Figure 1. Cells by drive strength.
(4 px per um)
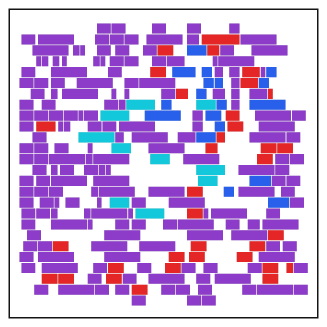
Figure 2. Cell classes on the final placement.
(4 px per um) Fill, decap, tap and diode cells in gray.
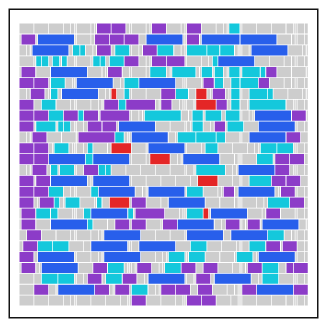
Figure 3. Signal wires on met3.
(6 px per um)
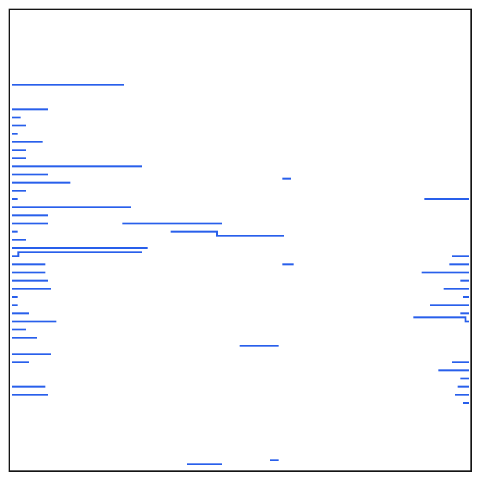
Figure 4. Routing congestion.
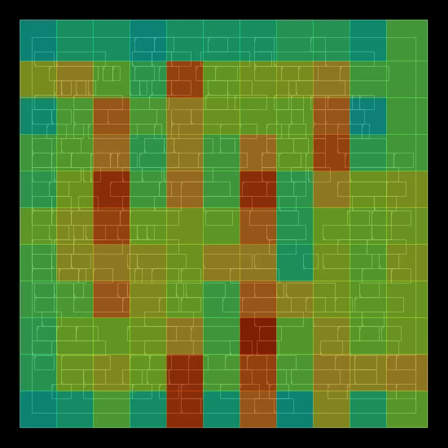
**src/rtl/vram_arbiter.sv**
```systemverilog
// rtl/vram_arbiter.sv - shared VRAM arbiter between a video fetch engine and a Z80-style CPU
//
// Purpose: grants one VRAM access per clock to either the video fetcher or the
// CPU. Video normally has priority. A starvation counter forces a CPU grant
// after STARVE consecutive video grants while the CPU is waiting.
//
// Ports:
//   clk, rstn                     clock and asynchronous active-low reset
//   vid_req, vid_addr             video fetch request (level) and address
//   vid_gnt, vid_ack, vid_data    video grant, read-data valid pulse, read data
//   cpu_req, cpu_we, cpu_addr,    CPU request (held until cpu_done), direction,
//   cpu_wdata                     address and write data
//   cpu_wait, cpu_done, cpu_rdata Z80 wait strobe, completion pulse, latched read data
//   mem_addr, mem_we, mem_wdata   registered VRAM address / write enable / write data
//   mem_rdata                     VRAM read data for the current access cycle
module vram_arbiter #(
  parameter int AW     = 13,
  parameter int DW     = 8,
  parameter int STARVE = 4
) (
  input  logic          clk,
  input  logic          rstn,
  input  logic          vid_req,
  input  logic [AW-1:0] vid_addr,
  output logic          vid_gnt,
  output logic          vid_ack,
  output logic [DW-1:0] vid_data,
  input  logic          cpu_req,
  input  logic          cpu_we,
  input  logic [AW-1:0] cpu_addr,
  input  logic [DW-1:0] cpu_wdata,
  output logic          cpu_wait,
  output logic          cpu_done,
  output logic [DW-1:0] cpu_rdata,
  output logic [AW-1:0] mem_addr,
  output logic          mem_we,
  output logic [DW-1:0] mem_wdata,
  input  logic [DW-1:0] mem_rdata
);

  localparam int SW = $clog2(STARVE + 1);
  localparam logic [SW-1:0] STARVE_MAX = SW'(STARVE);

  // State names the owner of VRAM during the current cycle.
  typedef enum logic [1:0] {
    IDLE = 2'd0,
    VID  = 2'd1,
    CPU  = 2'd2
  } state_t;

  state_t        state;
  state_t        state_nxt;
  logic [SW-1:0] starve_cnt;
  logic          cpu_elig;

  // A request that just completed (cpu_done high) is not re-granted in the
  // same cycle; a still-held cpu_req becomes a new request the cycle after.
  assign cpu_elig = cpu_req & (state != CPU) & ~cpu_done;

  always_comb begin
    state_nxt = IDLE;
    if (cpu_elig && (starve_cnt == STARVE_MAX)) begin
      state_nxt = CPU;
    end else if (vid_req) begin
      state_nxt = VID;
    end else if (cpu_elig) begin
      state_nxt = CPU;
    end
  end

  always_ff @(posedge clk or negedge rstn) begin
    if (!rstn) begin
      state <= IDLE;
    end else begin
      state <= state_nxt;
    end
  end

  // Counts video grants that overtake a waiting CPU; saturates at STARVE.
  always_ff @(posedge clk or negedge rstn) begin
    if (!rstn) begin
      starve_cnt <= '0;
    end else if (!cpu_req || (state_nxt == CPU)) begin
      starve_cnt <= '0;
    end else if ((state_nxt == VID) && cpu_elig && (starve_cnt != STARVE_MAX)) begin
      starve_cnt <= starve_cnt + 1'b1;
    end
  end

  // Memory command registers are loaded on the edge entering each state.
  always_ff @(posedge clk or negedge rstn) begin
    if (!rstn) begin
      mem_addr  <= '0;
      mem_we    <= 1'b0;
      mem_wdata <= '0;
    end else begin
      case (state_nxt)
        VID: begin
          mem_addr <= vid_addr;
          mem_we   <= 1'b0;
        end
        CPU: begin
          mem_addr  <= cpu_addr;
          mem_we    <= cpu_we;
          mem_wdata <= cpu_wdata;
        end
        default: begin
          mem_we <= 1'b0;
        end
      endcase
    end
  end

  // Completion of the access that owned VRAM during the cycle now ending.
  // mem_we still reflects the direction of that access, so it gates the
  // read-data latch and cpu_rdata is untouched by writes.
  always_ff @(posedge clk or negedge rstn) begin
    if (!rstn) begin
      vid_ack   <= 1'b0;
      vid_data  <= '0;
      cpu_done  <= 1'b0;
      cpu_rdata <= '0;
    end else begin
      vid_ack  <= (state == VID);
      cpu_done <= (state == CPU);
      if (state == VID) begin
        vid_data <= mem_rdata;
      end
      if ((state == CPU) && !mem_we) begin
        cpu_rdata <= mem_rdata;
      end
    end
  end

  assign vid_gnt  = (state == VID);
  assign cpu_wait = cpu_req & ~cpu_done;

endmodule

```
**config.mk**
```make
export PLATFORM = sky130hd
export DESIGN_NAME = vram_arbiter
export DESIGN_NICKNAME = d
export VERILOG_FILES = /design/src/rtl/vram_arbiter.sv
export SDC_FILE = /design/constraint.sdc
export NUM_CORES = 1
export LEC_CHECK = 0
export ABC_CLOCK_PERIOD_IN_PS = 1800
export CORE_MARGIN = 2
export CORE_UTILIZATION = 37
export CTS_CLUSTER_SIZE = 40
export DETAILED_ROUTE_END_ITERATION = 10
export PLACE_DENSITY_LB_ADDON = 0.08
export SYNTH_ARGS = -nofsm -noshare
export SYNTH_HDL_FRONTEND = slang
export SYNTH_SLANG_ARGS = --single-unit
```
**constraint.sdc**
```tcl
create_clock -name clk -period 1.8 [get_ports clk]
set_input_delay 0.36 -clock clk [delete_from_list [all_inputs] [get_ports clk]]
set_output_delay 0.36 -clock clk [all_outputs]
set_load 0.02 [all_outputs]
```
==> summary.txt <==
impl run done, here's what came out: outcome finished, final reports clean, placed cell count 308, DR WL/cell 14.2 um, CP Max Fanout 6, number of port buffers 88, Worst-Margin Slew 0.514 ns, placed standard-cell area roughly 3000 sq um, Sinks on Clock Net 45, WP data required 1.98 ns, Crit. End Element register, Die W approximately 77 um, syn_area_per_cell 13.4 sq um, worst slack at placement -0.352 ns, initial antenna violation count 0, GRT Residual Overflow 0, post-route ant nets 0, Commonest Layout Cell clkdlybuf4s50_1, flip-flops with a built-in enable 0, setup_tns 0 ns, Netlist Area Pre-Place 1960 sq um, syn_nets 197, Flop pwr share 0.448, main flop type dfrtp_1, Final Hold Viols 0, most frequent cells in the layout clkdlybuf4s50_1 (83), dfrtp_1 (44), mux2_2 (22), nand2_1 (14), CTS tree done, top cell types by occurrence after synthesis dfrtp_1 (45), mux2_2 (22), nand2_1 (16), mux2i_1 (14), o21ai_0 (14), Initial Util 0.383, vias per cell 4.68, Arr. time, crit path 1.90 ns, register share after synthesis 0.575, number of max-cap violations 0, CP cell instances inv_2 -> ha_4 -> nand2_2 -> o21ai_2 -> ha_4 -> buf_4 -> mux2_2, Int Pwr about 2 mW, max incr delay on CP around 0.4 ns, Clock Skew 0.00591 ns, Distinct cells, synth 28, Late-Pin Clk Latency between 0.2 and 0.3 ns, final setup fails 0, final non-filler cell total 317, Simple-Gate Area Share 0.0818, DPL Wire Length 3430 um
Notes on Figure 1 above:
cyan -> _6 and larger  # cells 10
blue -> _3 and _4 cells  # cells 18
purple -> _0 and _1 cells  # cells 185
red -> _2 cells  # cells 34
count of plain and timing-repair buffers: 99
final worst slack: 0.0773 ns
final instance area: 3160 sq um
Layout area overhead: 61.6%

Notes on Figure 2 above:
purple -> other buffers and delay cells  # cells 99, share of their area 33%
cyan -> combinational and other logic  # cells 95, share of their area 28%
red -> clock drivers and dummy loads  # cells 8, share of their area 2.7%
blue -> flops  # cells 45, share of their area 37%
Placement Rows: 26
final core occ: 0.619
sequential portion of the cell area: 0.357
Core ar.: 5110 sq um

Notes on Figure 3 above:
nets with wire on the layer = 53
main direction = horizontal
share of all routed wire = 7.1%
Vias: 1,482
GR Util met3: 0.0518
wirelength, routed: 4510 um

Notes on Figure 4 above:
GRT Max-Usage Layer: met2
met2 Track Usage GR: 0.262
met1 Use GR: 0.191

==> path summary, 6_finish.rpt <==
check	depth (start not counted)	startpoint	slack, ns	to
setup / recovery	7	starve_cnt[0]$_DFFE_PN0P_	0.08	mem_wdata[0]$_DFFE_PN0P_
hold / removal	1	rstn	0.03	vid_data[1]$_DFFE_PN0P_
max in group asynchronous	2	rstn	1.24	cpu_done$_DFF_PN0_
min in group clk	2	mem_addr[2]$_DFFE_PN0P_	0.49	mem_addr[2]$_DFFE_PN0P_
hold reg to reg	2	mem_addr[2]$_DFFE_PN0P_	0.49	mem_addr[2]$_DFFE_PN0P_
setup reg to reg	7	starve_cnt[0]$_DFFE_PN0P_	0.08	mem_wdata[0]$_DFFE_PN0P_
==> power groups by stage <==
| stage | clock (mW) | combinational (mW) | sequential, mW |
|---|---|---|---|
| 3_3_place_gp | 0 | 0.936 | 1.27 |
| 4_1_cts | 0.623 | 0.957 | 1.27 |
| 3_5_place_dp | 0 | 0.954 | 1.28 |
| 2_1_floorplan | 0 | 0.227 | 1.47 |
| 5_1_grt | 0.688 | 1.02 | 1.29 |
| 6_report | 0.595 | 0.961 | 1.26 |
==> what timing repair did <==
| item | CTS | global route |
|---|---|---|
| resized | 7 | 10 |
| pin swaps | 0 | 2 |
| cloned | 0 | 1 |
| setup endpoints to repair | 16 | 25 |
==> state kept, by name (all words and copies together), names as in the netlist <==
register and count:
cpu_done 1, cpu_rdata 8, mem_addr 13, mem_wdata 8, mem_we 1, starve_cnt 3, state 2, vid_ack 1
vid_data 8
==> final cells by class <==
class / count / area (sq um)
fillers: 428 / 1950
flip-flops and latches: 45 / 1130
repair buffers: 99 / 1010
multi-input cells: 91 / 830
well taps: 70 / 87.6
clock buffers: 7 / 76.3
inverters: 4 / 21.3
clock inverters: 1 / 7.51
Power and IR drop assume default switching activity.
